===== src/rtl/sine_pwm_pkg.sv =====
// Shared definitions for the sine PWM output stage: parameter legality,
// residual width and duty saturation.
package sine_pwm_pkg;

  localparam int unsigned DEF_PRECISION = 4;
  localparam int unsigned DEF_PWM_BITS  = 4;
  localparam int unsigned DEF_PRESCALE  = 1;

  function automatic bit params_legal(input int unsigned precision,
                                      input int unsigned pwm_bits,
                                      input int unsigned prescale);
    return (pwm_bits >= 1) && (pwm_bits <= precision) && (prescale >= 1);
  endfunction

  // Bits dropped when a sample is narrowed to a duty value.
  function automatic int unsigned res_width(input int unsigned precision,
                                            input int unsigned pwm_bits);
    return precision - pwm_bits;
  endfunction

  function automatic logic [31:0] sat_duty(input logic [31:0] val,
                                           input int unsigned bits);
    logic [31:0] max_v;
    max_v = (32'd1 << bits) - 32'd1;
    return (val > max_v) ? max_v : val;
  endfunction

endpackage


===== src/rtl/sine_pwm_dac_if.sv =====
// Sample stream handshake between the sine generator and the PWM output stage.
interface sine_pwm_dac_if
  import sine_pwm_pkg::*;
#(
  parameter int unsigned PRECISION = DEF_PRECISION
);
  logic [PRECISION-1:0] sample_in;
  logic                 sample_valid;
  logic                 sample_ready;

  modport master (output sample_in, output sample_valid, input sample_ready);
  modport slave  (input sample_in, input sample_valid, output sample_ready);
endinterface


===== src/rtl/tick_prescaler.sv =====
// Step strobe generator: tick is high once every PRESCALE clk cycles.
module tick_prescaler #(
  parameter int unsigned PRESCALE = 1
) (
  input  logic clk,
  input  logic rst,
  output logic tick
);
  localparam int unsigned CNT_W = (PRESCALE > 1) ? $clog2(PRESCALE) : 1;
  localparam logic [CNT_W-1:0] LAST = CNT_W'(PRESCALE - 1);

  logic [CNT_W-1:0] cnt_q, cnt_d;

  assign tick = (cnt_q == LAST);

  always_comb begin
    cnt_d = tick ? '0 : cnt_q + CNT_W'(1);
  end

  always_ff @(posedge clk or posedge rst) begin
    if (rst) cnt_q <= '0;
    else     cnt_q <= cnt_d;
  end
endmodule


===== src/rtl/sine_pwm_dac.sv =====
// Sample stream to single-bit PWM with frame-aligned duty updates.
// Define SINE_PWM_ERRFB_EN for first-order error feedback on the dropped LSBs.
module sine_pwm_dac
  import sine_pwm_pkg::*;
#(
  parameter int unsigned PRECISION = DEF_PRECISION,
  parameter int unsigned PWM_BITS  = DEF_PWM_BITS,
  parameter int unsigned PRESCALE  = DEF_PRESCALE
) (
  input  logic           clk,
  input  logic           rst,
  sine_pwm_dac_if.slave  s_if,
  output logic           pwm_out,
  output logic           frame_start,
  output logic           underrun
);
  localparam int unsigned RES_W = res_width(PRECISION, PWM_BITS);
  localparam int unsigned EXT_W = PRECISION + 1;
  localparam logic [PWM_BITS-1:0] CNT_MAX = '1;

  if (!params_legal(PRECISION, PWM_BITS, PRESCALE)) begin : g_bad_params
    $error("sine_pwm_dac: illegal PRECISION/PWM_BITS/PRESCALE combination");
  end

  logic                 tick;
  logic                 boundary, accept, load;
  logic [PWM_BITS-1:0]  cnt_q, cnt_d, duty_q, duty_d, load_duty;
  logic [PRECISION-1:0] pend_q, pend_d;
  logic                 pend_full_q, pend_full_d;
  logic                 pwm_q, pwm_d, fs_q, fs_d, ur_q, ur_d;

  tick_prescaler #(.PRESCALE(PRESCALE)) u_presc (
    .clk  (clk),
    .rst  (rst),
    .tick (tick)
  );

  assign s_if.sample_ready = ~pend_full_q;
  assign boundary = tick && (cnt_q == CNT_MAX);
  assign accept   = s_if.sample_valid && ~pend_full_q;
  assign load     = boundary && pend_full_q;

`ifdef SINE_PWM_ERRFB_EN
  if (RES_W > 0) begin : g_errfb
    logic [RES_W-1:0] res_q;
    logic [EXT_W-1:0] ext;
    assign ext       = {1'b0, pend_q} + EXT_W'(res_q);
    assign load_duty = PWM_BITS'(sat_duty(32'(ext >> RES_W), PWM_BITS));
    // Residual only advances when a sample is actually consumed.
    always_ff @(posedge clk or posedge rst) begin
      if (rst)       res_q <= '0;
      else if (load) res_q <= ext[RES_W-1:0];
    end
  end else begin : g_trunc
    assign load_duty = pend_q[PRECISION-1 -: PWM_BITS];
  end
`else
  assign load_duty = pend_q[PRECISION-1 -: PWM_BITS];
`endif

  always_comb begin
    cnt_d       = tick ? cnt_q + PWM_BITS'(1) : cnt_q;
    pend_d      = accept ? s_if.sample_in : pend_q;
    pend_full_d = pend_full_q;
    if (load)   pend_full_d = 1'b0;
    if (accept) pend_full_d = 1'b1;
    duty_d      = load ? load_duty : duty_q;
    // Compare against the post-update count/duty so output aligns with frame_start.
    pwm_d       = (cnt_d < duty_d);
    fs_d        = boundary;
    ur_d        = boundary && ~pend_full_q;
  end

  always_ff @(posedge clk or posedge rst) begin
    if (rst) begin
      cnt_q       <= '0;
      duty_q      <= '0;
      pend_q      <= '0;
      pend_full_q <= 1'b0;
      pwm_q       <= 1'b0;
      fs_q        <= 1'b0;
      ur_q        <= 1'b0;
    end else begin
      cnt_q       <= cnt_d;
      duty_q      <= duty_d;
      pend_q      <= pend_d;
      pend_full_q <= pend_full_d;
      pwm_q       <= pwm_d;
      fs_q        <= fs_d;
      ur_q        <= ur_d;
    end
  end

  assign pwm_out     = pwm_q;
  assign frame_start = fs_q;
  assign underrun    = ur_q;
endmodule


===== src/flat_wrapper.sv =====
// flat-port wrapper written by rule: the top's interface ports become plain ports
module sine_pwm_dac_flat import sine_pwm_pkg::*;
#(
  parameter int unsigned PRECISION = DEF_PRECISION,
  parameter int unsigned PWM_BITS  = DEF_PWM_BITS,
  parameter int unsigned PRESCALE  = DEF_PRESCALE
)
  (clk, rst, pwm_out, frame_start, underrun, s_if_sample_in, s_if_sample_valid, s_if_sample_ready);
  sine_pwm_dac_if #(.PRECISION(PRECISION)) s_if_i ();
  input  logic clk;
  input  logic rst;
  output logic pwm_out;
  output logic frame_start;
  output logic underrun;
  input wire logic [$bits(s_if_i.sample_in)-1:0] s_if_sample_in;
  input wire logic [$bits(s_if_i.sample_valid)-1:0] s_if_sample_valid;
  output wire logic [$bits(s_if_i.sample_ready)-1:0] s_if_sample_ready;
  assign s_if_i.sample_in = s_if_sample_in;
  assign s_if_i.sample_valid = s_if_sample_valid;
  assign s_if_sample_ready = s_if_i.sample_ready;
  sine_pwm_dac #(.PRECISION(PRECISION), .PWM_BITS(PWM_BITS), .PRESCALE(PRESCALE)) u_core (.clk(clk), .rst(rst), .s_if(s_if_i), .pwm_out(pwm_out), .frame_start(frame_start), .underrun(underrun));
endmodule

===== config.mk =====
export PLATFORM = sky130hd
export DESIGN_NAME = sine_pwm_dac_flat
export DESIGN_NICKNAME = d
export VERILOG_FILES = /design/src/rtl/sine_pwm_pkg.sv /design/src/rtl/sine_pwm_dac_if.sv /design/src/rtl/tick_prescaler.sv /design/src/rtl/sine_pwm_dac.sv /design/src/flat_wrapper.sv
export SDC_FILE = /design/constraint.sdc
export NUM_CORES = 1
export LEC_CHECK = 0
export ABC_AREA = 1
export ABC_CLOCK_PERIOD_IN_PS = 2400
export CAP_MARGIN = 20
export CORE_MARGIN = 5
export CORE_UTILIZATION = 37
export DETAILED_ROUTE_END_ITERATION = 8
export PLACE_DENSITY = 0.58
export SLEW_MARGIN = 10
export SYNTH_ARGS = -nofsm -noshare
export SYNTH_HDL_FRONTEND = slang
export SYNTH_HIERARCHICAL = 1
export SYNTH_SLANG_ARGS = --single-unit

===== constraint.sdc =====
create_clock -name clk -period 2.4 [get_ports clk]
set_input_delay 0.48 -clock clk [delete_from_list [all_inputs] [get_ports clk]]
set_output_delay 0.48 -clock clk [all_outputs]
set_load 0.05 [all_outputs]

### Clock routing

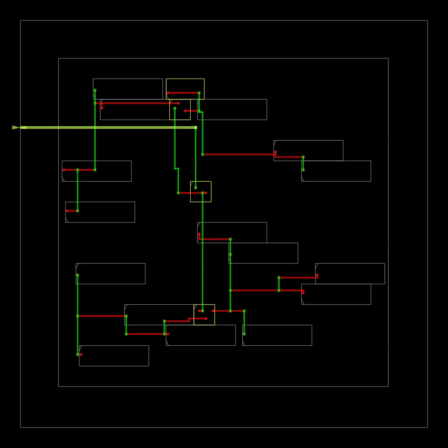
CTS sink cnt: 16
clock skew: 3.196 ps

### A small window of the routed layout

Bar = 10 um. Region (12, 12) to (42, 42) um. Cells in gray, sequential cells in the stronger gray; small squares are vias.
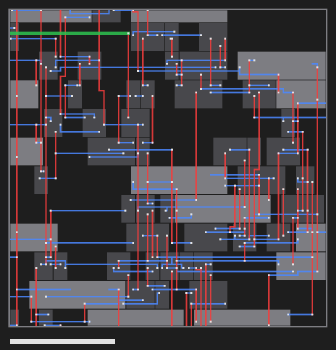
| color | layer |
|---|---|
| green | met3 |
| red | met2 |
| blue | met1 |
cells with their middle in the window: 52
most frequent: inv_1 (10), dfrtp_1 (8), nand2_1 (6)
netlist names of flops here include: u_core/cnt_q (4)
sequential cells in the window: 8

### Metal 1

Supply wires on this layer in gray.
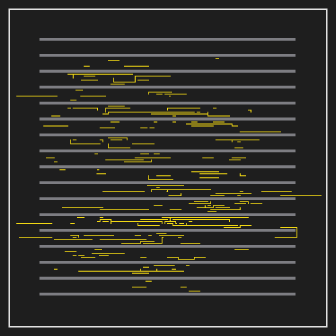
main direction: horizontal
wire length on this layer: 512 um
nets with wire on the layer: 83
share of all routed wire: 46%

==> flow_summary.rst <==
Flow metrics
------------

.. list-table::
   :header-rows: 1

   * - Metric
     - Value
   * - Count of input and output buffers
     - 10
   * - Leading area contributor after synthesis
     - dfrtp_1
   * - Number of logged tool warnings
     - 26
   * - Slowest CP cell
     - clkdlybuf4s50_1
   * - Simple-Gate Area Share
     - 14.34%
   * - Number of setup buffers added after CTS
     - 0
   * - Antenna cells
     - 0
   * - Largest fanout of any net on the critical path
     - 4
   * - Number of gates given a new drive strength after cts
     - 0
   * - Half-perimeter wire length after placement
     - about 880 um
   * - Outcome
     - complete, no violations
   * - Count of unresolved DRC violations after routing
     - 0
   * - Initial core utilization
     - between 30% and 40%
   * - Number of antenna violations at the first check in global routing
     - 0
   * - Largest cells by area after synthesis
     - dfrtp_1 (56%), ha_1 (7.0%), inv_1 (6.3%)
   * - Power density over the cells
     - roughly 1300 nW/um2
   * - Tally of max-capacitance violations
     - 0
   * - Ports
     - 11
   * - Post-Route Hold Slack
     - 506.6 ps
   * - Chip area
     - 2914 um2
   * - Area of the synthesized netlist per yosys stat
     - a little over 700 um2
   * - Most frequently placed logic cell in the final layout
     - dfrtp_1
   * - Violation tally from detailed-route iteration zero
     - 0
   * - Logic depth of the worst register-to-register path
     - 11
   * - Remaining max-slew budget at the tightest pin
     - between 60% and 70%
   * - Worst-case register-to-register setup slack
     - 530 ps
   * - Most common cell in the netlist
     - dfrtp_1
   * - Final cell area excluding filler cells
     - slightly below 900 um2
   * - FFs w/ async S/R, synth
     - 100.0%
   * - Transition at the pin with the smallest max-transition slack
     - around 600 ps
   * - Yosys Warn Count
     - 6
   * - Post-synthesis cell count
     - between 60 and 70
   * - Remaining global-route overflow
     - 0
   * - Post-route antenna net violation count
     - 0
   * - Min-delay src
     - u_core/load_duty[2]$_DFFE_PP0P_
   * - Area delta synth->final
     - 22.73%
   * - Global-route wire length before repair
     - 1945 um
   * - Clock Tree Root
     - clkbuf_4
   * - Synth top area share
     - a little under three fifths
   * - First-pass iteration count of the detailed router
     - 1
   * - Share of post-route cells with drive strength above 1
     - approximately 16%
   * - Adder-Cell Fraction of Synth Area
     - between 6 and 7%
   * - Tightest Hold Check Type
     - reg -> reg
   * - CP required
     - ~1900 ps
   * - Leakage
     - about 0.44 nW
   * - Setup slack of the critical path after layout
     - 259.7 ps
   * - Number of buffers created by CTS
     - 3
   * - Synth Area per Inst
     - around 11 um2
   * - Post-Syn Area
     - around 700 um2
   * - FF-to-FF Start
     - u_core/cnt_q[0]$_DFF_PP0_
   * - Number of placed instances, taps included
     - 103
   * - Fraction of synthesized cell area in xor and xnor cells
     - under 10%
   * - Row count
     - 16
   * - Die height
     - between 50 and 60 um
   * - Period utilization
     - approximately nine tenths
   * - TritonCTS clock tree
     - built
   * - Setup WS pre-CTS
     - about 540 ps
   * - Pwr Total
     - 1.141 mW
   * - Aggregate negative setup slack
     - 0 ps
   * - Worst Setup Start Kind
     - register
   * - Count of state elements after synthesis
     - 16
   * - Final standard cell utilization of the core
     - a little under half
   * - Post-synthesis net count
     - ~78
   * - Setup Viol. Count Final
     - 0
   * - Data arrival time of the critical path
     - ~1700 ps
   * - Maximum number of pins on one net before global-route repair
     - 17
   * - Worst ir drop on vdd
     - 453.3 uV
   * - Filler Cells Inserted
     - 184
   * - Reg2Reg Capture Point
     - u_core/pwm_out$_DFF_PP0_
   * - Dominant kind of combinational cell
     - simple AND/OR/NAND/NOR gates
   * - Total global-route track usage
     - slightly below 10%
   * - Vias per Instance
     - 4.383
   * - Synth top cells by count
     - dfrtp_1 (16), inv_1 (12), nand2_1 (7)
   * - Mux area share
     - between 4 and 5%
   * - Number of vias after detailed routing
     - 469
   * - Critical path launch point
     - u_core/pend_full_q$_DFFE_PP0P_
   * - Number of standard cells in the final layout excluding fillers
     - approximately 110
   * - Detail-routed net length per standard cell
     - ~10 um
   * - Clock insertion delay at the later pin of the skew report
     - between 200 and 300 ps
==> worst max-delay path, delay by kind of cell, from the launching register on <==
kind | cells | cell delay, ps
buffers and inverters | 2 | 910
DFF | 1 | 460
==> report_power, final <==
part / switching (mW) / internal [mW]
Clock: 0.0844 / 0.0923
Sequential: 0.0654 / 0.391
Combinational: 0.287 / 0.221
==> area by class of cell <==
cell class	instances	area, um2	share of cell area (%)
Timing Repair Buffer	10	100.1	11.40
Tap cell	27	33.78	3.846
Multi-Input combinational cell	38	262.8	29.91
Inverter	12	45.04	5.128
Clock buffer	4	36.28	4.131
Sequential cell	16	400.4	45.58
==> routing by layer <==
layer	GRT usage [%]	share of wire, %
met5	0	0
met4	6.224	0
met3	3.324	3.2
met2	16.33	51
met1	10.09	46
No activity file was given, so power comes from the tool's default toggle rates.
